**src/rtl/skin_bbox_tracker_pkg.sv**
```systemverilog
// skin_bbox_tracker_pkg: shared FSM encoding and default geometry for the skin bounding-box tracker
package skin_bbox_tracker_pkg;
    typedef enum logic [1:0] {IDLE = 2'd0, ACTIVE = 2'd1, PUBLISH = 2'd2} state_t;
    localparam int DEF_H_ACTIVE = 640;
    localparam int DEF_V_ACTIVE = 480;
    localparam int DEF_X_W      = 10;
    localparam int DEF_Y_W      = 10;
    localparam int RUN_W        = 4;
endpackage

```
**src/rtl/skin_bbox_tracker_run_filter.sv**
```systemverilog
// skin_bbox_tracker_run_filter: horizontal run-length speckle filter producing qualify/in-run strobes
module skin_bbox_tracker_run_filter
    import skin_bbox_tracker_pkg::*;
#(
    parameter int X_W     = DEF_X_W,
    parameter int RUN_MIN = 4
) (
    input  logic           iCLK,
    input  logic           iRST_N,
    input  logic           iMask,
    input  logic           iValid,
    input  logic           iWrap,
    input  logic           iClear,
    input  logic [X_W-1:0] iX,
    output logic           oQualify,
    output logic           oInRun,
    output logic [X_W-1:0] oRunStart
);
    logic [RUN_W-1:0] runCnt, prevRun, nextRun;
    // a frame restart wipes the run before the coincident pixel is considered
    assign prevRun   = iClear ? '0 : runCnt;
    assign oQualify  = iValid & iMask & (prevRun == RUN_W'(RUN_MIN - 1));
    assign oInRun    = iValid & iMask & (prevRun == RUN_W'(RUN_MIN));
    assign oRunStart = iX - X_W'(RUN_MIN - 1);
    assign nextRun   = (!iMask || iWrap) ? '0 :
                       (prevRun == RUN_W'(RUN_MIN)) ? prevRun : prevRun + RUN_W'(1);
    always_ff @(posedge iCLK or negedge iRST_N) begin
        if (!iRST_N) runCnt <= '0;
        else         runCnt <= iValid ? nextRun : prevRun;
    end
endmodule

```
**src/rtl/skin_bbox_tracker.sv**
```systemverilog
// skin_bbox_tracker: per-frame bounding box and qualified skin-pixel count from the detector mask
module skin_bbox_tracker
    import skin_bbox_tracker_pkg::*;
#(
    parameter int H_ACTIVE   = DEF_H_ACTIVE,
    parameter int V_ACTIVE   = DEF_V_ACTIVE,
    parameter int X_W        = DEF_X_W,
    parameter int Y_W        = DEF_Y_W,
    parameter int CNT_W      = 19,
    parameter int RUN_MIN    = 4,
    parameter int MIN_PIXELS = 256
) (
    input  logic             iCLK,
    input  logic             iRST_N,
    input  logic             iSOF,
    input  logic             iDVAL,
    input  logic [9:0]       iRed,
    input  logic [9:0]       iGreen,
    input  logic [9:0]       iBlue,
    output logic             oFrameDone,
    output logic             oBoxValid,
    output logic [X_W-1:0]   oXMin,
    output logic [X_W-1:0]   oXMax,
    output logic [Y_W-1:0]   oYMin,
    output logic [Y_W-1:0]   oYMax,
    output logic [CNT_W-1:0] oCount
);
    state_t             state;
    logic [X_W-1:0]     xCnt, xMin, xMax, curX, runStart, nXMin, nXMax;
    logic [Y_W-1:0]     yCnt, yMin, yMax, curY, nYMin, nYMax;
    logic [CNT_W-1:0]   count, nCount;
    logic               mask, accept, lineEnd, lastPix, qualify, inRun, boxOk, unusedLow;
    assign mask      = iRed[9] & iGreen[9] & iBlue[9];
    assign unusedLow = ^{iRed[8:0], iGreen[8:0], iBlue[8:0]};
    // iSOF makes the coincident pixel (0,0) of a fresh frame regardless of state
    assign accept    = iDVAL & (iSOF | (state == ACTIVE));
    assign curX      = iSOF ? '0 : xCnt;
    assign curY      = iSOF ? '0 : yCnt;
    assign lineEnd   = curX == X_W'(H_ACTIVE - 1);
    assign lastPix   = accept & lineEnd & (curY == Y_W'(V_ACTIVE - 1));
    assign boxOk     = nCount >= CNT_W'(MIN_PIXELS);
    skin_bbox_tracker_run_filter #(.X_W(X_W), .RUN_MIN(RUN_MIN)) uRunFilter (
        .iCLK(iCLK), .iRST_N(iRST_N), .iMask(mask), .iValid(accept), .iWrap(lineEnd),
        .iClear(iSOF), .iX(curX), .oQualify(qualify), .oInRun(inRun), .oRunStart(runStart)
    );
    always_comb begin
        nXMin  = iSOF ? X_W'(H_ACTIVE - 1) : xMin;
        nXMax  = iSOF ? '0 : xMax;
        nYMin  = iSOF ? Y_W'(V_ACTIVE - 1) : yMin;
        nYMax  = iSOF ? '0 : yMax;
        nCount = iSOF ? '0 : count;
        if (qualify) begin
            nXMin  = (runStart < nXMin) ? runStart : nXMin;
            nYMin  = (curY < nYMin) ? curY : nYMin;
            nYMax  = (curY > nYMax) ? curY : nYMax;
            nCount = nCount + CNT_W'(RUN_MIN);
        end
        if (inRun) nCount = nCount + CNT_W'(1);
        if (qualify || inRun) nXMax = (curX > nXMax) ? curX : nXMax;
    end
    always_ff @(posedge iCLK or negedge iRST_N) begin
        if (!iRST_N) begin
            state      <= IDLE;
            {xCnt, yCnt, xMin, xMax, yMin, yMax, count} <= '0;
            oFrameDone <= 1'b0;
            oBoxValid  <= 1'b0;
            {oXMin, oXMax, oYMin, oYMax, oCount} <= '0;
        end else begin
            state      <= iSOF ? ACTIVE : lastPix ? PUBLISH : (state == PUBLISH) ? IDLE : state;
            xCnt       <= accept ? (lineEnd ? '0 : curX + X_W'(1)) : curX;
            yCnt       <= (accept && lineEnd) ? curY + Y_W'(1) : curY;
            xMin       <= nXMin;
            xMax       <= nXMax;
            yMin       <= nYMin;
            yMax       <= nYMax;
            count      <= nCount;
            oFrameDone <= lastPix;
            if (lastPix) begin
                oBoxValid <= boxOk;
                oXMin     <= boxOk ? nXMin : '0;
                oXMax     <= boxOk ? nXMax : '0;
                oYMin     <= boxOk ? nYMin : '0;
                oYMax     <= boxOk ? nYMax : '0;
                oCount    <= nCount;
            end
        end
    end
endmodule

```
**config.mk**
```make
export PLATFORM = sky130hd
export DESIGN_NAME = skin_bbox_tracker
export DESIGN_NICKNAME = d
export VERILOG_FILES = /design/src/rtl/skin_bbox_tracker_pkg.sv /design/src/rtl/skin_bbox_tracker_run_filter.sv /design/src/rtl/skin_bbox_tracker.sv
export SDC_FILE = /design/constraint.sdc
export NUM_CORES = 1
export LEC_CHECK = 0
export ABC_CLOCK_PERIOD_IN_PS = 4400
export CAP_MARGIN = 20
export CORE_ASPECT_RATIO = 1.4
export CORE_UTILIZATION = 38
export CTS_BUF_LIST = sky130_fd_sc_hd__clkbuf_4
export DETAILED_ROUTE_END_ITERATION = 7
export DONT_BUFFER_PORTS = 1
export PLACE_DENSITY_LB_ADDON = 0.05
export SLEW_MARGIN = 5
export SYNTH_ARGS = -nofsm -noshare
export SYNTH_HDL_FRONTEND = slang
export SYNTH_HIERARCHICAL = 1
export SYNTH_SLANG_ARGS = --single-unit
```
**constraint.sdc**
```tcl
create_clock -name iCLK -period 4.4 [get_ports iCLK]
set_input_delay 0.88 -clock iCLK [delete_from_list [all_inputs] [get_ports iCLK]]
set_output_delay 0.88 -clock iCLK [all_outputs]
set_load 0.01 [all_outputs]
```
Figure 1. Metal 3 (run 1).
(1.5 px per um) Cells faint in the background.
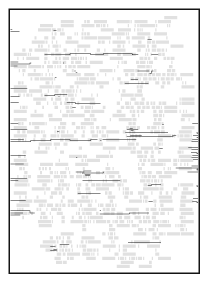
nets with wire on the layer = 62
main direction = horizontal
share of all routed wire = 3.6%
longest straight run = 30.8 um

Figure 2. The metal 1 layer (run 1).
(2 px per um) Cells faint in the background.
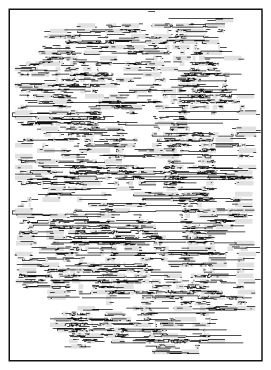
main direction = horizontal
nets with wire on the layer = 912

==> flow_summary.ini, run 1 <==
; generated from flow reports
[run_status]
outcome = finished, violations left
failed_checks = DRC

[worst_setup_path]
crit_path_end_kind = register
timing.critical_path.slowest_cell_delay_ns = 0.54

[cells_and_area]
clock_cell_area_share_pct = 3.52
nets = 987
non_clock_inverter_count = 45
combinational_share_of_cell_area_pct = 45.0
design_area_mm2 = 0.00923
seq_share_pct = 39.6
fillers = 2013

[place]
pre_cts_ws_ns = -0.202
io_buffer_count = 0
gpl.final_weighted_congestion = 0.842
post-dp-hpwl_um = 14000

[global_routing]
grt_start_max_net_pins = 147
wire_length_of_the_first_global_routing_pass_um = 32900
grt-ovfl-total = 0

[clock_tree]
path_clk_slew_ns = 0.14
clockRootBuffer = clkbuf_4
hold_buffers = 1

[synthesis]
synth.cell_area_mm2 = 0.00813
async_flop_share_pct = 100
ys_cells = 858
yosys.area.top_type_share_pct = 45.0

[timing]
timing.setup.tns_ns = 0
maxSlewViolCount = 0

[routing]
wl_met1_um = 8990
detailedRoute.firstPassIterationCount = 7
drc = 5
dr.max_layer_used = met4

[floorplan]
die_width_um = 126
dieArea_mm2 = 0.0220
die_height_um = 175

[min_path]
hp-class = in2async

[run]
max-cap-violations = 0

[power_and_ir_drop]
power.leakage_nw = 4.52
Figure 3. Met2 routing (run 1).
(3 px per um)
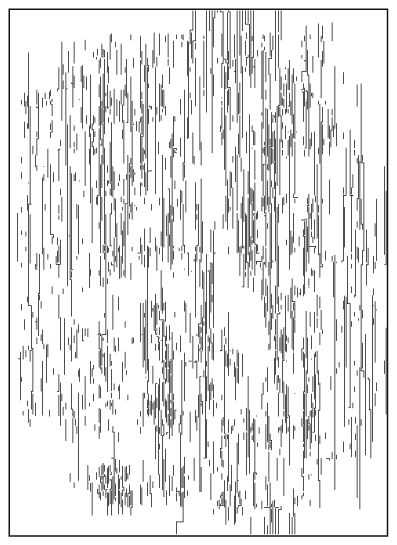
wire length on this layer = 9,570 um
nets with wire on the layer = 810

Figure 4. Routing congestion (run 1).
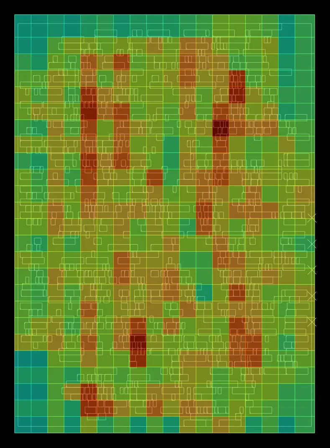
final core utilization: 44.6%
global-route track usage on met2: 32.3%

[run 1: where the power goes]
| part | switching (mW) | internal (mW) |
|---|---|---|
| registers | 0.00126 | 1.34 |
| clock network | 0.518 | 0.464 |
| logic | 0.0574 | 0.0262 |
[run 1: placed cells by master (no fill, tap or decap), types with 25 or more instances in the layout]
cell type	count
buf_4	67
xnor2_1	31
nor2_1	62
mux2i_1	27
ha_1	45
a21oi_1	34
dfrtp_1	146
nand2_1	161
nand3_1	25
inv_1	44
[run 1: cell families (layout without fill, tap and decap cells)]
family	count (synthesis)	count (layout)	share of synthesized area (%)
other cells	0	1	0
buf+inv	85	147	4.60
xor+xnor	50	50	5.39
fa+ha+maj	45	45	6.93
compound gates	130	130	11.2
simple gates	365	365	22.2
mux	37	37	4.71
flops	146	146	45.0
==> run 2: changes to the inputs <==
--- a/config.mk
+++ b/config.mk
@@ -13,6 +13,7 @@
 export DETAILED_ROUTE_END_ITERATION = 7
 export DONT_BUFFER_PORTS = 1
 export PLACE_DENSITY_LB_ADDON = 0.05
+export SKIP_CTS_REPAIR_TIMING = 1
 export SLEW_MARGIN = 5
 export SYNTH_ARGS = -nofsm -noshare
 export SYNTH_HDL_FRONTEND = slang
Figure 5. Routing congestion (run 2).
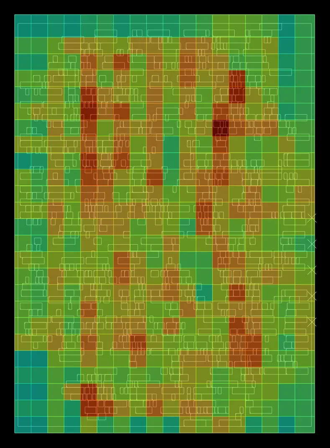
global router's overall resource usage: 19.1%
final core utilization: 44.6%
met3 GRT Util: 4.07%
busiest metal layer after global routing: met2

Figure 6. The metal 1 layer (run 2).
(2 px per um) Cells faint in the background.
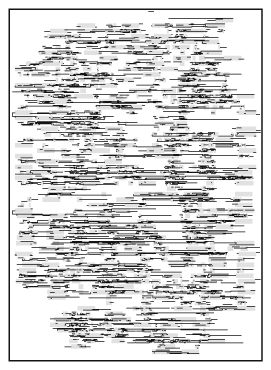
wire length on this layer = 8,910 um
nets with wire on the layer = 910

==> run 2 against run 1 <==
  * The run still ends with DRC left
  * Setup slack worse by 0.0028 ns
  * Total power hardly changed
  * Synthesized area stayed put
  * Clock skew is 0.0048 ns higher
  * Global-route usage hardly changed
  * First-iteration DRC count is 10% lower
  * Fmax hardly changed
  * Largest cell class unchanged
==> flow_summary.ini, run 2 <==
; generated from flow reports
[synthesis]
synthesized_area_fraction_occupied_by_adder_cells_pct = 6.93
synth-xor-area-share_pct = 5.39
synth.cell_area_mm2 = 0.00813
compound_area_share_pct = 11.2
yosys.area.top_type_share_pct = 45.0

[place]
pre_cts_ws_ns = -0.202
gpl.final_weighted_congestion = 0.842
post-dp-hpwl_um = 14000
io_buffer_count = 0

[run_status]
outcome = finished, violations left
failed_checks = DRC

[global_routing]
wire_length_of_the_first_global_routing_pass_um = 32800
grt_start_max_net_pins = 147
grt-ovfl-total = 0

[clock_tree]
clockRootBuffer = clkbuf_4

[cells_and_area]
clock_cell_area_share_pct = 3.52
seq_share_pct = 39.6
combinational_share_of_cell_area_pct = 45.0
nets = 987
design_area_mm2 = 0.00923
non_clock_inverter_count = 45

[min_path]
hp-class = in2async

[routing]
drc = 5

[floorplan]
dieArea_mm2 = 0.0220
die_height_um = 175

[power_and_ir_drop]
power.leakage_nw = 4.52

[worst_setup_path]
crit_path_end_kind = register
run 2: cell counts after synthesis:
Identical to the previous run, type by type.
run 2: layer usage:
metal  share of wire (%)  wire [um]  vias to the layer above
met5                   0          0                        -
met4                 1.8        354                        0
met3                 3.4        671                       24
met2                  49       9640                      109
met1                  46       8910                     2965
li1                    -          -                     3036
run 2: cell families (layout without fill, tap and decap cells):
kind of cell,after synthesis,in the layout
flops,146,146
buf+inv,85,147
compound gates,130,130
xor+xnor,50,50
other cells,0,2
fa+ha+maj,45,45
simple gates,365,365
mux,37,37
run 2: report_power, final:
group	leakage, nW	internal (mW)	switching [mW]	total, mW
registers	1.95	1.34	0.00127	1.35
logic	2.41	0.0262	0.0572	0.0834
clock network	0.166	0.464	0.516	0.980
total	4.52	1.83	0.575	2.41
==> run 3: changes to the inputs <==
--- a/config.mk
+++ b/config.mk
@@ -12,6 +12,7 @@
 export CTS_BUF_LIST = sky130_fd_sc_hd__clkbuf_4
 export DETAILED_ROUTE_END_ITERATION = 7
 export DONT_BUFFER_PORTS = 1
+export GPL_TIMING_DRIVEN = 0
 export PLACE_DENSITY_LB_ADDON = 0.05
 export SKIP_CTS_REPAIR_TIMING = 1
 export SLEW_MARGIN = 5
Figure 7. Met2 routing (run 3).
(3 px per um)
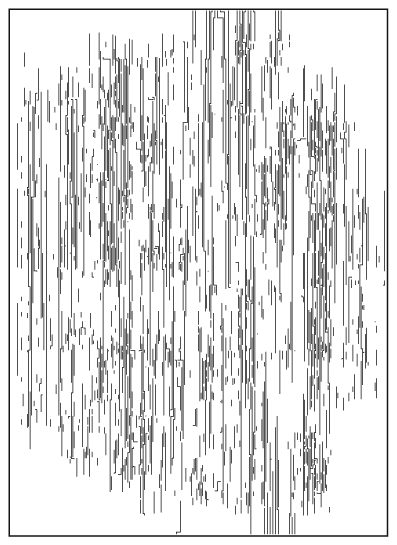
nets with wire on the layer = 764
wire length on this layer = 11,200 um
longest straight run = 87.0 um
share of all routed wire = 53%
main direction = vertical

Figure 8. Routing congestion (run 3).
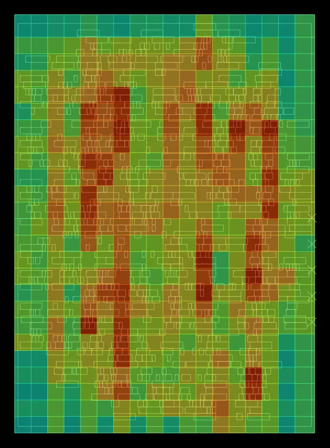
global router's overall resource usage: 20.1%
global-route track usage on met2: 37.2%
Routed WL per cell: 18.2 um

==> run 3 against run 2 <==
  * The flow still finishes with violations (DRC)
  * Clock power decreased by 1%
  * Wire length increased by 7.1%
  * Critical path depth increased by 3
  * Hold slack got worse by 0.057 ns
  * Via count decreased by 2.2%
  * Synthesized cell count unchanged
  * Count of clock-buffer cells in the layout decreased by 1
  * Non-clock buffer count decreased by 25
==> flow_summary.ini, run 3 <==
; generated from flow reports
[run_status]
outcome = finished, violations left
failed_checks = DRC

[power_and_ir_drop]
pwr-share-comb_pct = 4.0
sequentialPower_mw = 1.35
power.largest_group = registers
pwr.group.clock_mw = 0.967
sw_frac_of_total_pct = 24.2
power_report.internal_total_mw = 1.83
power.leakage_nw = 4.35
power_frac_clock_pct = 40.1
p_seq_share_pct = 55.8

[cells_and_area]
final_core_utilization_pct = 43.5
nets = 962

[place]
placedCellCount = 1115
io_buffer_count = 0
gpl.final_weighted_congestion = 0.880
post-dp-hpwl_um = 15600

[synthesis]
synth.cell_area_mm2 = 0.00813
yosys.area.top_type_share_pct = 45.0
synth-xor-area-share_pct = 5.39
synthesized_area_fraction_occupied_by_adder_cells_pct = 6.93

[routing]
dr_wl_met3_um = 710
drc = 5
dr.max_layer_used = met4
wl_met1_um = 8710

[worst_setup_path]
path_cells = inv_12, clkbuf_4, clkbuf_4, buf_4, nand2_1, inv_2, ha_1, or4_4, nor2_1, xor2_1, ha_1, a21o_1, a211o_1, a311oi_1, a211o_1, buf_4, mux2i_2, nand2_1, a21oi_2
crit_path_end_kind = register

[timing]
fmax_ghz = 0.233
finClkSkew_ns = 0.0334

[global_routing]
wire_length_of_the_first_global_routing_pass_um = 34000
grt_most_used_layer = met2
grt-ovfl-total = 0
grt_start_max_net_pins = 147

[min_path]
hp-class = in2async

[floorplan]
dieArea_mm2 = 0.0220

[clock_tree]
clockRootBuffer = clkbuf_4
## run 3: per-stage QoR
step | power [mW] | instance area [um2]
after floorplan | 1.42 | 8200
after global placement | 1.44 | 8520
after detailed placement | 1.44 | 8530
after CTS | 2.41 | 8850
after global routing | 2.50 | 9000
final | 2.41 | 9000
## run 3: cell type report
| type | count | area, um2 |
|---|---|---|
| clock buffers | 18 | 135 |
| diodes | 1 | 2.50 |
| fillers | 2065 | 11700 |
| well taps | 256 | 320 |
| multi-input cells | 627 | 4200 |
| flip-flops and latches | 146 | 3650 |
| plain buffers | 40 | 258 |
| clock inverters | 13 | 183 |
| repair buffers | 6 | 68.8 |
| inverters | 45 | 181 |
Power is estimated from default activity; no workload was simulated.
